==> src/rtl/bitwise_logic_unit.sv <==
// Two-stage pipelined bitwise logic unit with valid/ready flow control,
// an optional accumulator feedback path and registered result status flags.
module bitwise_logic_unit #(
   parameter int WIDTH = 16
) (
   input  logic             clk,
   input  logic             rst,
   input  logic             in_valid,
   output logic             in_ready,
   input  logic [2:0]       op,
   input  logic             acc_mode,
   input  logic             acc_clr,
   input  logic [WIDTH-1:0] a,
   input  logic [WIDTH-1:0] b,
   output logic             out_valid,
   input  logic             out_ready,
   output logic [WIDTH-1:0] y,
   output logic             zero,
   output logic             ones,
   output logic             parity,
   output logic [WIDTH-1:0] acc
);

   logic             s1Valid_q;
   logic [WIDTH-1:0] s1A_q;
   logic [WIDTH-1:0] s1B_q;
   logic [2:0]       s1Op_q;
   logic             s1AccMode_q;

   logic             s2Valid_q;
   logic [WIDTH-1:0] y_q;
   logic             zero_q;
   logic             ones_q;
   logic             parity_q;

   logic [WIDTH-1:0] acc_q;
   logic [WIDTH-1:0] acc_d;

   logic             s2Drain;
   logic             s2CanLoad;
   logic             s1Move;
   logic             accept;
   logic [WIDTH-1:0] effB;
   logic [WIDTH-1:0] result_d;

   // in_ready looks through S2 to out_ready so a full pipeline keeps streaming
   assign s2Drain   = s2Valid_q && out_ready;
   assign s2CanLoad = !s2Valid_q || s2Drain;
   assign s1Move    = s1Valid_q && s2CanLoad;
   assign in_ready  = !s1Valid_q || s1Move;
   assign accept    = in_valid && in_ready;

   assign effB = s1AccMode_q ? acc_q : s1B_q;

   always_comb begin
      result_d = '0;
      case (s1Op_q)
         3'b000:  result_d = s1A_q & effB;
         3'b001:  result_d = s1A_q | effB;
         3'b010:  result_d = s1A_q ^ effB;
         3'b011:  result_d = ~(s1A_q & effB);
         3'b100:  result_d = ~(s1A_q | effB);
         3'b101:  result_d = ~(s1A_q ^ effB);
         3'b110:  result_d = ~s1A_q;
         default: result_d = s1A_q;
      endcase
   end

   // Clear has priority for storage; the transfer itself already used the old acc
   always_comb begin
      acc_d = acc_q;
      if (acc_clr) begin
         acc_d = '0;
      end else if (s1Move && s1AccMode_q) begin
         acc_d = result_d;
      end
   end

   always_ff @(posedge clk or posedge rst) begin
      if (rst) begin
         s1Valid_q   <= 1'b0;
         s1A_q       <= '0;
         s1B_q       <= '0;
         s1Op_q      <= 3'b000;
         s1AccMode_q <= 1'b0;
      end else if (accept) begin
         s1Valid_q   <= 1'b1;
         s1A_q       <= a;
         s1B_q       <= b;
         s1Op_q      <= op;
         s1AccMode_q <= acc_mode;
      end else if (s1Move) begin
         s1Valid_q   <= 1'b0;
      end
   end

   always_ff @(posedge clk or posedge rst) begin
      if (rst) begin
         s2Valid_q <= 1'b0;
         y_q       <= '0;
         zero_q    <= 1'b1;
         ones_q    <= 1'b0;
         parity_q  <= 1'b0;
      end else if (s1Move) begin
         s2Valid_q <= 1'b1;
         y_q       <= result_d;
         zero_q    <= (result_d == '0);
         ones_q    <= (result_d == '1);
         parity_q  <= ^result_d;
      end else if (s2Drain) begin
         s2Valid_q <= 1'b0;
      end
   end

   always_ff @(posedge clk or posedge rst) begin
      if (rst) begin
         acc_q <= '0;
      end else begin
         acc_q <= acc_d;
      end
   end

   assign out_valid = s2Valid_q;
   assign y         = y_q;
   assign zero      = zero_q;
   assign ones      = ones_q;
   assign parity    = parity_q;
   assign acc       = acc_q;

endmodule

==> config.mk <==
export PLATFORM = sky130hd
export DESIGN_NAME = bitwise_logic_unit
export DESIGN_NICKNAME = d
export VERILOG_FILES = /design/src/rtl/bitwise_logic_unit.sv
export SDC_FILE = /design/constraint.sdc
export NUM_CORES = 1
export LEC_CHECK = 0
export CAP_MARGIN = 10
export CORE_ASPECT_RATIO = 1.2
export CORE_UTILIZATION = 55
export DETAILED_ROUTE_END_ITERATION = 16
export GPL_TIMING_DRIVEN = 0
export PLACE_DENSITY = 0.81
export SETUP_SLACK_MARGIN = 0.02
export SLEW_MARGIN = 15
export SYNTH_ARGS = -nofsm -noshare
export SYNTH_HDL_FRONTEND = slang
export SYNTH_SLANG_ARGS = --single-unit
export TNS_END_PERCENT = 30
==> constraint.sdc <==
create_clock -name clk -period 3.8 [get_ports clk]
set_input_delay 1.14 -clock clk [delete_from_list [all_inputs] [get_ports clk]]
set_output_delay 1.14 -clock clk [all_outputs]
set_load 0.02 [all_outputs]
==> results.py <==
# Synthesis and PnR figures
metrics = {
    "place": {
        "gp_congestion": 0.9132,
        "place_area_um2": 5931,
        "dp_hpwl_um": 9632,
    },
    "yosys": {
        "top_cells_by_area": "dfrtp_1, ha_1, mux2_2",
        "logic_family": "multiplexers",
        "synth-edff-count": 0,
        "yosys-top-cells-count": "dfrtp_1, inv_1, ha_1",
        "ys_sh_aoi": 0.1612,
        "synth-seq-area-share": 0.3663,
        "yosysTopAreaCell": "dfrtp_1",
        "numSynthFlops": 73,
        "ys_types": 51,
        "ys.flop_type": "dfrtp_1",
        "syn_avg_cell_area_um2": 10.69,
        "top_area_frac": 0.3610,
        "simple_gate_area_frac": 0.08248,
    },
    "clock_tree": {
        "cts_buffers": 9,
        "cts_tree": "yes",
        "clock-sinks": 73,
        "cts_root_buffer": "clkbuf_8",
    },
    "detailed_routing": {
        "wl_um": 13140,
        "drt-initial-drc-count": 188,
        "via_count": 3921,
        "via_per_inst": 5.783,
    },
    "floorplan": {
        "nWellTaps": 117,
        "die_w_um": 88.96,
        "core_um2": 8703,
        "num_rows": 37,
    },
    "timing": {
        "fin_hold_ws_ps": 482.5,
        "final_max_slew_viol_count": 0,
        "period_used_share": 0.9516,
        "min_period_ps": 3616,
        "rsz0062_at_grt": "false",
    },
    "pwr": {
        "clock_power_share": 0.167,
        "p_per_area_nw_per_um2": 535.8,
        "p_comb_uw": 1680,
        "power_frac_comb": 0.514,
        "p_seq_uw": 1040,
        "power.switching_uw": 1318,
        "p_leak_uw": 0.002837,
        "pwr-share-seq": 0.320,
        "switching_share": 0.4032,
    },
    "critical_path": {
        "crit_path_end_kind": "flip-flop",
        "reg2reg_slack_ps": 180,
        "crit_slowest_cell": "mux4_2",
        "worstPathRequired_ps": 4030,
        "slowest_delay_ps": 450,
        "crit_path_max_fanout": 10,
        "r2r_start": "s1AccMode_q",
        "path_common_cell": "xnor2_1",
    },
    "cells_and_area": {
        "mostFrequentLayoutCells": "clkdlybuf4s50_1, dfrtp_1, inv_1",
        "utilization": 0.7008,
        "dominant_cells": "logic gates",
        "final-seq-area_um2": 1828,
        "lay_top_count": "clkdlybuf4s50_1",
        "fillers": 667,
        "inverters": 57,
        "finalInstanceArea_um2": 6100,
        "sh_seq_area": 0.2997,
    },
    "min_path": {
        "min-delay-start": "y[3]",
        "hold_depth": 2,
    },
    "global_route": {
        "grt.overflow.total": 0,
        "track_usage": 0.2962,
        "grt_pass1_vias": 4176,
        "grt_pass1_wl_um": 20670,
    },
    "status": {
        "status": "finished clean",
    },
    "flow_run": {
        "cap_violations": 0,
    },
}
layer usage:
layer  share of wire  GRT usage  vias to the layer above
met5               0          0                        -
met3           0.039    0.04425                       45
met4           0.050     0.1893                        0
li1                -          -                     1808
met1            0.40     0.3460                     1933
met2            0.51     0.4984                      135
worst max-delay path by stage:
| stage | start | slack [ps] | endpoint |
|---|---|---|---|
| floorplan | s1AccMode_q | 700 | parity |
| global placement | rst | -370 | s1B_q[12] |
| detailed placement | s1AccMode_q | 90 | parity |
| CTS | s1AccMode_q | 80 | parity |
| global route | s1AccMode_q | 40 | parity |
| finish | s1AccMode_q | 180 | parity |
repair_timing:
action,CTS,global route
gates resized,0,3
endpoints found under the hold margin,0,0
hold buffers,0,0
buffers inserted,0,0
setup endpoints to repair,0,1
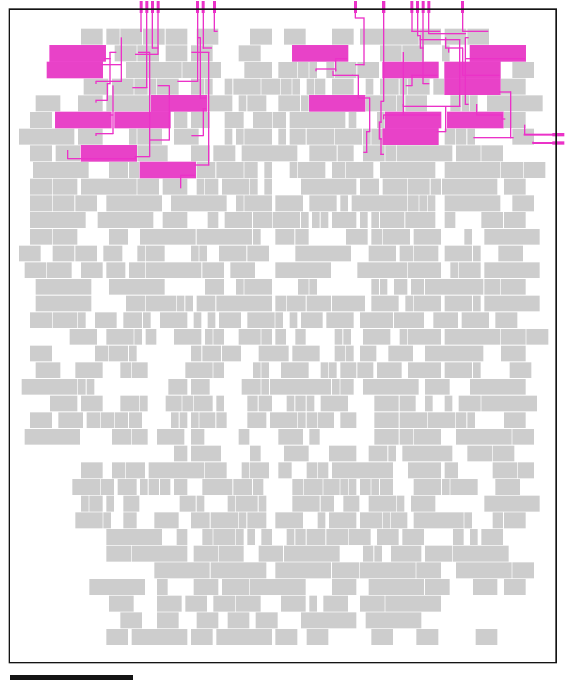
(I/O nets highlighted)
Bar = 20 um.
legend:
  `y`:
    colour: magenta
    bits: 16
    direction: output
    edge: 14 top, 2 right
    end_cells: 16
    buffers: 16
    wire: 431 um
IO buf count: 77
I/O Pins: 78

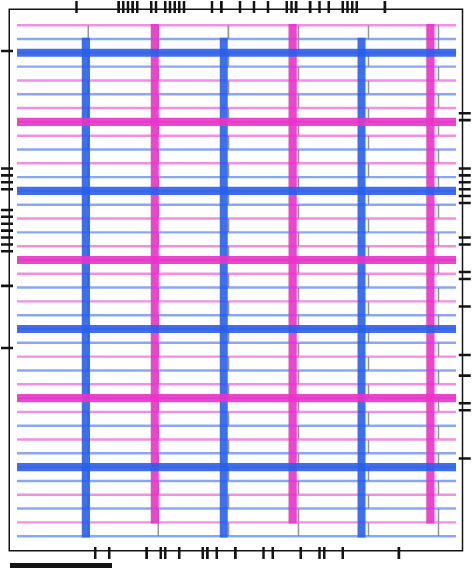
(power grid)
Bar = 20 um. Pins as bars on the die edge. Tap cells in grey.
legend:
  VDD:
    colour: magenta
  VSS:
    colour: blue
signal pins: 78
met4 straps: 6
met5 straps: 7

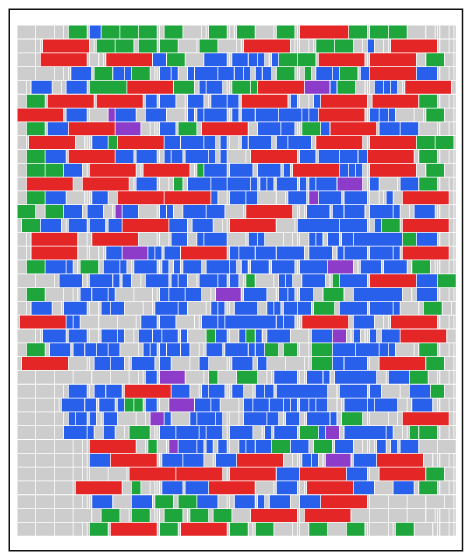
(cells coloured by class)
Fill, decap, tap and diode cells in grey.
legend:
  other buffers and delay cells:
    colour: green
    cells: 105
  flops:
    colour: red
    cells: 73
  combinational and other logic:
    colour: blue
    cells: 367
  clock drivers and dummy loads:
    colour: purple
    cells: 16

No activity file was given, so power comes from the tool's default toggle rates.
